File: src/rtl/axis_framer_if.sv
// AXI-Stream style handshake bundle: data plus vld/rdy/last.
// The "in" view is what a consumer sees; the "out" view is what a producer drives.
interface axis_if #(
  parameter int DW = 64
);
  logic [DW-1:0] data;
  logic          vld;
  logic          rdy;
  logic          last;

  modport in  (input data, input vld, input last, output rdy);
  modport out (output data, output vld, output last, input rdy);
endinterface

File: src/rtl/axis_framer.sv
// Stream framer: tags every L-th accepted beat with last through a 2-entry
// output/skid buffer and counts frames completed downstream.
module axis_framer #(
  parameter int DW    = 64,
  parameter int LEN_W = 10
) (
  input  logic             clk,
  input  logic             s_rst_n,
  axis_if.in               stream_in,
  axis_if.out              stream_out,
  input  logic [LEN_W-1:0] frame_len,
  output logic [15:0]      frame_cnt
);

  localparam logic [LEN_W-1:0] LEN_ZERO = {LEN_W{1'b0}};
  localparam logic [LEN_W-1:0] LEN_ONE  = {{(LEN_W-1){1'b0}}, 1'b1};

  logic             in_rdy_r,    in_rdy_s;
  logic             out_vld_r,   out_vld_s;
  logic [DW-1:0]    out_data_r,  out_data_s;
  logic             out_last_r,  out_last_s;
  logic             skid_vld_r,  skid_vld_s;
  logic [DW-1:0]    skid_data_r, skid_data_s;
  logic             skid_last_r, skid_last_s;
  logic [LEN_W-1:0] beat_idx_r,  beat_idx_s;
  logic [LEN_W-1:0] len_r,       len_s;
  logic [15:0]      frame_cnt_r, frame_cnt_s;

  logic             accept_s;
  logic             drain_s;
  logic [LEN_W-1:0] len_eff_s;
  logic             tag_last_s;
  logic             unused_last_s;

  // The input last flag carries no meaning here; frames are rebuilt from the beat count.
  assign unused_last_s = stream_in.last;

  // Handshakes, last tagging and next state of the buffer, beat counter and frame counter.
  always_comb begin
    accept_s    = stream_in.vld & in_rdy_r;
    drain_s     = out_vld_r & stream_out.rdy;
    out_vld_s   = out_vld_r;
    out_data_s  = out_data_r;
    out_last_s  = out_last_r;
    skid_vld_s  = skid_vld_r;
    skid_data_s = skid_data_r;
    skid_last_s = skid_last_r;
    beat_idx_s  = beat_idx_r;
    len_s       = len_r;
    frame_cnt_s = frame_cnt_r;

    // Length is latched on a frame's first beat so later frame_len edits wait for the next frame.
    if (beat_idx_r == LEN_ZERO) begin
      len_eff_s = (frame_len == LEN_ZERO) ? LEN_ONE : frame_len;
    end else begin
      len_eff_s = len_r;
    end
    tag_last_s = (beat_idx_r == (len_eff_s - LEN_ONE));

    if (accept_s) begin
      len_s      = len_eff_s;
      beat_idx_s = tag_last_s ? LEN_ZERO : (beat_idx_r + LEN_ONE);
    end else begin
      len_s      = len_r;
    end

    if (!out_vld_r || drain_s) begin
      if (skid_vld_r) begin
        out_vld_s  = 1'b1;
        out_data_s = skid_data_r;
        out_last_s = skid_last_r;
        skid_vld_s = 1'b0;
      end else if (accept_s) begin
        out_vld_s  = 1'b1;
        out_data_s = stream_in.data;
        out_last_s = tag_last_s;
      end else begin
        out_vld_s  = 1'b0;
      end
    end else begin
      // Output is held: a beat accepted now parks in the skid register.
      if (accept_s) begin
        skid_vld_s  = 1'b1;
        skid_data_s = stream_in.data;
        skid_last_s = tag_last_s;
      end else begin
        skid_vld_s  = skid_vld_r;
      end
    end

    in_rdy_s = ~skid_vld_s;

    if (drain_s && out_last_r) begin
      frame_cnt_s = frame_cnt_r + 16'd1;
    end else begin
      frame_cnt_s = frame_cnt_r;
    end
  end

  // State registers; reset empties both buffer entries and abandons any partial frame.
  always_ff @(posedge clk or negedge s_rst_n) begin
    if (!s_rst_n) begin
      in_rdy_r    <= 1'b0;
      out_vld_r   <= 1'b0;
      out_data_r  <= {DW{1'b0}};
      out_last_r  <= 1'b0;
      skid_vld_r  <= 1'b0;
      skid_data_r <= {DW{1'b0}};
      skid_last_r <= 1'b0;
      beat_idx_r  <= LEN_ZERO;
      len_r       <= LEN_ONE;
      frame_cnt_r <= 16'd0;
    end else begin
      in_rdy_r    <= in_rdy_s;
      out_vld_r   <= out_vld_s;
      out_data_r  <= out_data_s;
      out_last_r  <= out_last_s;
      skid_vld_r  <= skid_vld_s;
      skid_data_r <= skid_data_s;
      skid_last_r <= skid_last_s;
      beat_idx_r  <= beat_idx_s;
      len_r       <= len_s;
      frame_cnt_r <= frame_cnt_s;
    end
  end

  assign stream_in.rdy   = in_rdy_r;
  assign stream_out.vld  = out_vld_r;
  assign stream_out.data = out_data_r;
  assign stream_out.last = out_last_r;
  assign frame_cnt       = frame_cnt_r;

endmodule
File: src/flat_wrapper.sv
// flat-port wrapper written by rule: the top's interface ports become plain ports
module axis_framer_flat 
#(
  parameter int DW    = 64,
  parameter int LEN_W = 10
)
  (clk, s_rst_n, frame_len, frame_cnt, stream_in_data, stream_in_vld, stream_in_last, stream_in_rdy, stream_out_data, stream_out_vld, stream_out_last, stream_out_rdy);
  axis_if #(.DW(DW)) stream_in_i ();
  axis_if #(.DW(DW)) stream_out_i ();
  input  logic clk;
  input  logic s_rst_n;
  input  logic [LEN_W-1:0] frame_len;
  output logic [15:0] frame_cnt;
  input wire logic [$bits(stream_in_i.data)-1:0] stream_in_data;
  input wire logic [$bits(stream_in_i.vld)-1:0] stream_in_vld;
  input wire logic [$bits(stream_in_i.last)-1:0] stream_in_last;
  output wire logic [$bits(stream_in_i.rdy)-1:0] stream_in_rdy;
  output wire logic [$bits(stream_out_i.data)-1:0] stream_out_data;
  output wire logic [$bits(stream_out_i.vld)-1:0] stream_out_vld;
  output wire logic [$bits(stream_out_i.last)-1:0] stream_out_last;
  input wire logic [$bits(stream_out_i.rdy)-1:0] stream_out_rdy;
  assign stream_in_i.data = stream_in_data;
  assign stream_in_i.vld = stream_in_vld;
  assign stream_in_i.last = stream_in_last;
  assign stream_in_rdy = stream_in_i.rdy;
  assign stream_out_data = stream_out_i.data;
  assign stream_out_vld = stream_out_i.vld;
  assign stream_out_last = stream_out_i.last;
  assign stream_out_i.rdy = stream_out_rdy;
  axis_framer #(.DW(DW), .LEN_W(LEN_W)) u_core (.clk(clk), .s_rst_n(s_rst_n), .stream_in(stream_in_i), .stream_out(stream_out_i), .frame_len(frame_len), .frame_cnt(frame_cnt));
endmodule
File: config.mk
export PLATFORM = sky130hd
export DESIGN_NAME = axis_framer_flat
export DESIGN_NICKNAME = d
export VERILOG_FILES = /design/src/rtl/axis_framer_if.sv /design/src/rtl/axis_framer.sv /design/src/flat_wrapper.sv
export SDC_FILE = /design/constraint.sdc
export NUM_CORES = 1
export LEC_CHECK = 0
export ABC_CLOCK_PERIOD_IN_PS = 4460
export CORE_ASPECT_RATIO = 0.5
export CORE_UTILIZATION = 51
export CTS_CLUSTER_SIZE = 10
export DETAILED_ROUTE_END_ITERATION = 16
export GPL_ROUTABILITY_DRIVEN = 0
export MAX_ROUTING_LAYER = met4
export PLACE_DENSITY = 0.87
export SYNTH_ARGS = -nofsm -noshare
export SYNTH_HDL_FRONTEND = slang
export SYNTH_SLANG_ARGS = --single-unit
export TNS_END_PERCENT = 20
File: constraint.sdc
create_clock -name clk -period 4.46 [get_ports clk]
set_input_delay 1.115 -clock clk [delete_from_list [all_inputs] [get_ports clk]]
set_output_delay 1.115 -clock clk [all_outputs]
set_load 0.02 [all_outputs]
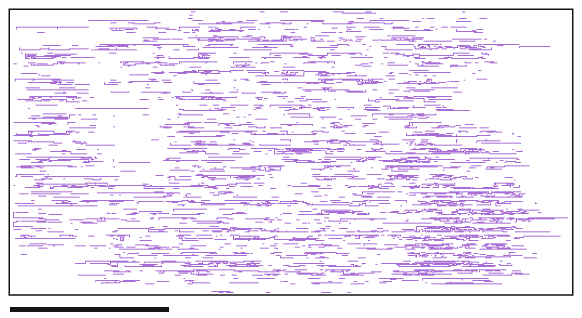
m1.png
The bar under the picture is 50 µm long.
845 nets have wire on it. The layer holds 42% of the routed length.

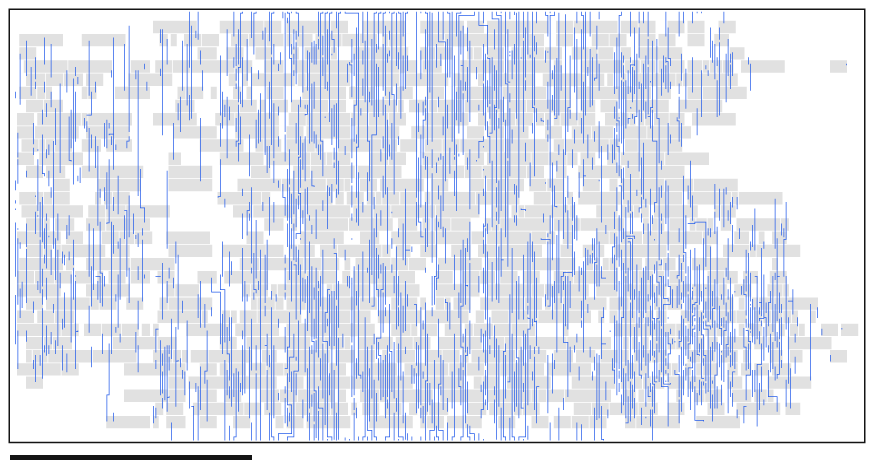
m2.png
The bar under the picture is 50 µm long. Cells faint in the background.
The wires run mostly vertical. 817 nets have wire on it.

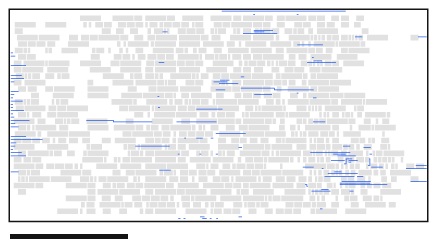
m3.png
The bar under the picture is 50 µm long. Cells faint in the background.
The longest straight run is 52.2 µm. The layer holds 3.1% of the routed length. The layer carries 539 µm of wire. The wires run mostly horizontal. 74 nets have wire on it.

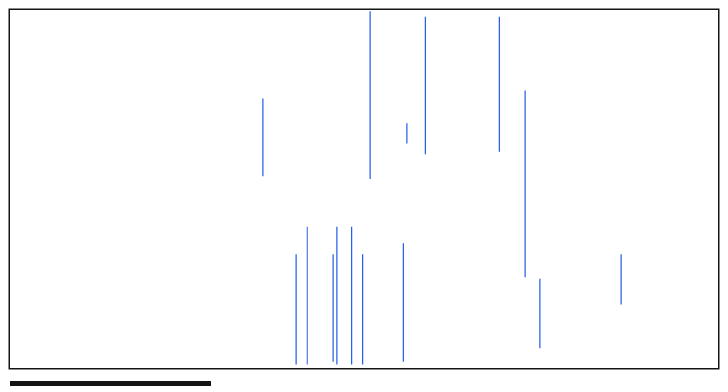
m4.png
The bar under the picture is 50 µm long.
The layer carries 420 µm of wire. 13 nets have wire on it. The layer holds 2.4% of the routed length. The wires run mostly vertical.

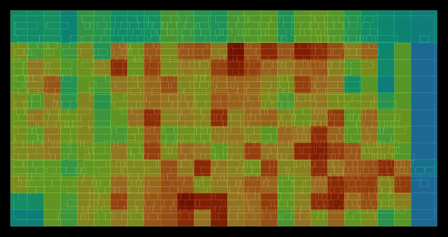
congestion_map.png
Total GRT Usage: 23.8%
final routed wire length divided by cell count: 16.9 µm
met2 usage in global routing: 41.4%
final cell utilization of the core: 69.1%
met1 track demand over resource in global routing: 28.9%

==> run notes <==
Entry: Yosys synthesis followed by OpenROAD place and route.

Outcome:
- The flow ran to the end, and the final reports show no timing, DRC or antenna violations.

Min path:
- Hold analysis lists the worst path endpoint as u_core.frame_cnt[15].
- The run gives the type of the tightest min-delay check as reg2reg.
- The run gives the worst hold path stage count as 1.

Worst setup path:
- The run gives the stage delay of the slowest cell on the critical path as 0.75 ns.
- In this run the critical register-to-register path is launched from u_core.beat_idx_r[0].
- The run gives the capture point of the critical path as u_core.beat_idx_r[2].
- The worst setup path is launched from a register.
- The run gives the largest driver fanout on the critical path as 9.
- In this run the critical path is formed by inv_1 -> ha_1 -> or4b_2 -> or4_1 -> o22ai_1 -> ha_1 -> nand2_1 -> mux2i_1 -> nand2_1 -> or3_1 -> a211o_2 -> nor3_4 -> nor3_1.
- The run puts the number of cells traversed by the worst register-to-register path at 13.
- The setup path with the least slack is of type reg2reg.
- The run gives the endpoint of the worst-slack reg-to-reg timing path as u_core.beat_idx_r[2].
- The run gives the startpoint of the worst setup timing path as u_core.beat_idx_r[0].
- Data on the critical path is required at its endpoint by 4.74 ns.
- On the critical path, the stage with the largest delay is an instance of or4b_2.
- The run gives the kind of cell adding the most delay to the critical path as simple AND/OR/NAND/NOR gates.

STA:
- The run puts the tightest slew margin relative to the limit at 40.8%.
- The run puts the fmax at 237 MHz.
- The run gives the final clock period utilization by the worst path as 94.4%.
- The run puts the transition time at the pin with the least slew margin at 0.888 ns.
- The run puts the final max-slew violation count at 0.
- The run puts the setup violation total in the final timing report at 0.
- The run gives the sum of negative setup slack as 0 ns.
- Setup repair after global routing left no endpoint under its margin.
- The run gives the count of endpoints failing hold in the final timing report as 0.
- The most critical hold endpoint after final layout shows a slack of 0.499 ns.
- The run puts the post-route clock skew at 0.0163 ns.

Pwr:
- The report lists the power per cell area as 503 nW/µm².
- Of the total power, the share spent switching nets is 31.5%.
- The run gives the sequential share of power as 43.2%.
- VDD sags by at most 0.272 mV.
- The run gives the clock network fraction of design power as 29.1%.
- The run puts the combinational cell power at 1.41 mW.
- Per report_power, the top consumer among the power groups is registers.
- The run puts the net switching power figure at 1.61 mW.
- The power report lists cell-internal power as 3.49 mW.
- The run puts the power share of the combinational group at 27.7%.
- The run gives the total clock network power as 1.48 mW.
- The run gives the sequential cell power as 2.20 mW.

Yosys:
- The run gives the mean instance size in the synthesized netlist as 11.4 µm².
- The run gives the dominant register cell in the synthesized netlist as dfrtp_1.
- The run puts the synthesized flop and latch total at 169.
- Per the synthesis report, the simple-gate share of the synthesized area is 12.0%.
- Per Yosys stat, the portion of area used by sequential elements is 54.5%.
- The run gives the biggest combinational cell group after synthesis as multiplexers.
- The run puts the post-synthesis share of cell area spent on full adders, half adders and majority gates at 0.645%.
- The run gives the xor-xnor portion of the synthesized cell area as 3.61%.
- The run gives the total cell area reported by yosys after synthesis as 7750 µm².
- The run gives the count of library flops with an enable pin as 0.
- The run gives the aoi/oai-family share of the synthesized area as 7.36%.
- The biggest area contributor in the post-synthesis netlist is dfrtp_1.
- The run puts the fraction of synthesized area in multiplexers at 19.3%.
- The run gives the share of Yosys cell area claimed by the top area cell type as 54.2%.
- Synthesis instantiated 52 different standard cells from the library.
- The run gives the yosys warning tally as 0.
- The run puts the number of nets at floorplan at 765.
- After synthesis the cells add up to 7750 µm².
- By area the synthesized netlist is led by dfrtp_1 54%, mux2_2 10%, mux2i_1 9.0%, nor2_1 4.7%, a21oi_1 4.2%.
- Of all flip-flops after synthesis, the portion carrying an async set or reset was 100%.
- The number of cells reported by Yosys stat comes to 682.

GRT:
- The first global-routing pass estimated 28,500 µm of wire.
- Entering global routing, the biggest net connects 103 pins.
- The run gives the initial antenna violation count as 0.
- met2 is the most crowded layer.
- The run gives the leftover overflow at the end of global routing as 0.
- The run puts the met3 usage in global routing at 3.66%.

Floorplan:
- The run gives the die span in x as 176 µm.
- Per the OpenROAD floorplan log, the area of the die is 15,700 µm².
- The run puts the total number of placement rows at 31.
- The run gives the count of boundary I/O pins as 162.
- The run puts the die span in y at 89.2 µm.

Detailed routing:
- The run puts the total length of routed met3 wires at 538 µm.
- The run gives the DRC violation count after routing as 0.
- In this run the top signal layer used is met4.
- The script logs the ratio of routed vias to standard cells as 5.50.
- The iteration count recorded for the first detailed-route pass is 5.
- The run puts the met2 routed wirelength at 9300 µm.
- The count of nets left with antenna violations once routing finished came out at 0.
- The detailed router placed 5,725 vias in this run.
- The run gives the wire length on met1 as 7350 µm.
- After detailed routing, the total wire length is 17,600 µm.

CTS:
- Per the TritonCTS log, the buffer count is 17.
- Post-CTS repair ended up resizing 0 cells.
- The cell sitting at the root of the clock tree is a clkbuf_16.
- The run gives the total of hold buffers inserted after clock tree synthesis as 0.
- The run gives the latest clock arrival within the worst-skew pair as 0.42 ns.
- The clock drives 169 sinks.
- The H-tree was split into 4 levels.

Final layout:
- The run gives the layout cell share with drive strength beyond 1 as 14.8%.
- After the flow finishes, the layout carries non-filler instances totaling 1,041.
- The run gives the post-route cell area as 10,100 µm².
- The run gives the most common cell after layout, fill and taps aside as dfrtp_1.
- The run gives the area growth from synthesis to layout as 30.7%.
- In the layout the commonest cells are 167 x dfrtp_1, 159 x clkdlybuf4s50_1, 96 x nor2_1, 71 x mux2_2, 70 x mux2i_1.

Place:
- The run puts the total cell area at the placement stage at 9540 µm².
- The run gives the total half-perimeter wirelength after legalization and detailed placement as 11,800 µm.
- OpenSTA, run right after detailed placement, puts the worst setup slack at 0.0851 ns.
- During placement, the flow inserted port buffers numbering 160.
- The run puts the number of cells in the design after placement at 1,009.
==> synth_stat cells (3+ instances only) <==
master,number
inv_1,8
a21oi_1,65
xor2_1,9
or4_1,6
nor4_1,6
nand4_1,12
nor3_1,6
and3_1,3
ha_1,4
clkbuf_1,30
mux2i_1,70
nor2_1,97
mux2_2,71
buf_2,3
xnor2_1,23
dfrtp_1,168
o31ai_1,3
nand2_1,28
o21ai_0,14
nand3_1,12
buf_1,4
==> cell type report <==
type | instances | area [µm²]
Tap cell | 198 | 248
Multi-Input combinational cell | 466 | 3340
Timing Repair Buffer | 168 | 1690
Sequential cell | 169 | 4230
Clock buffer | 19 | 453
Inverter | 8 | 30.0
Clock inverter | 13 | 143
Fill cell | 1010 | 4530
Power and IR drop assume default switching activity.
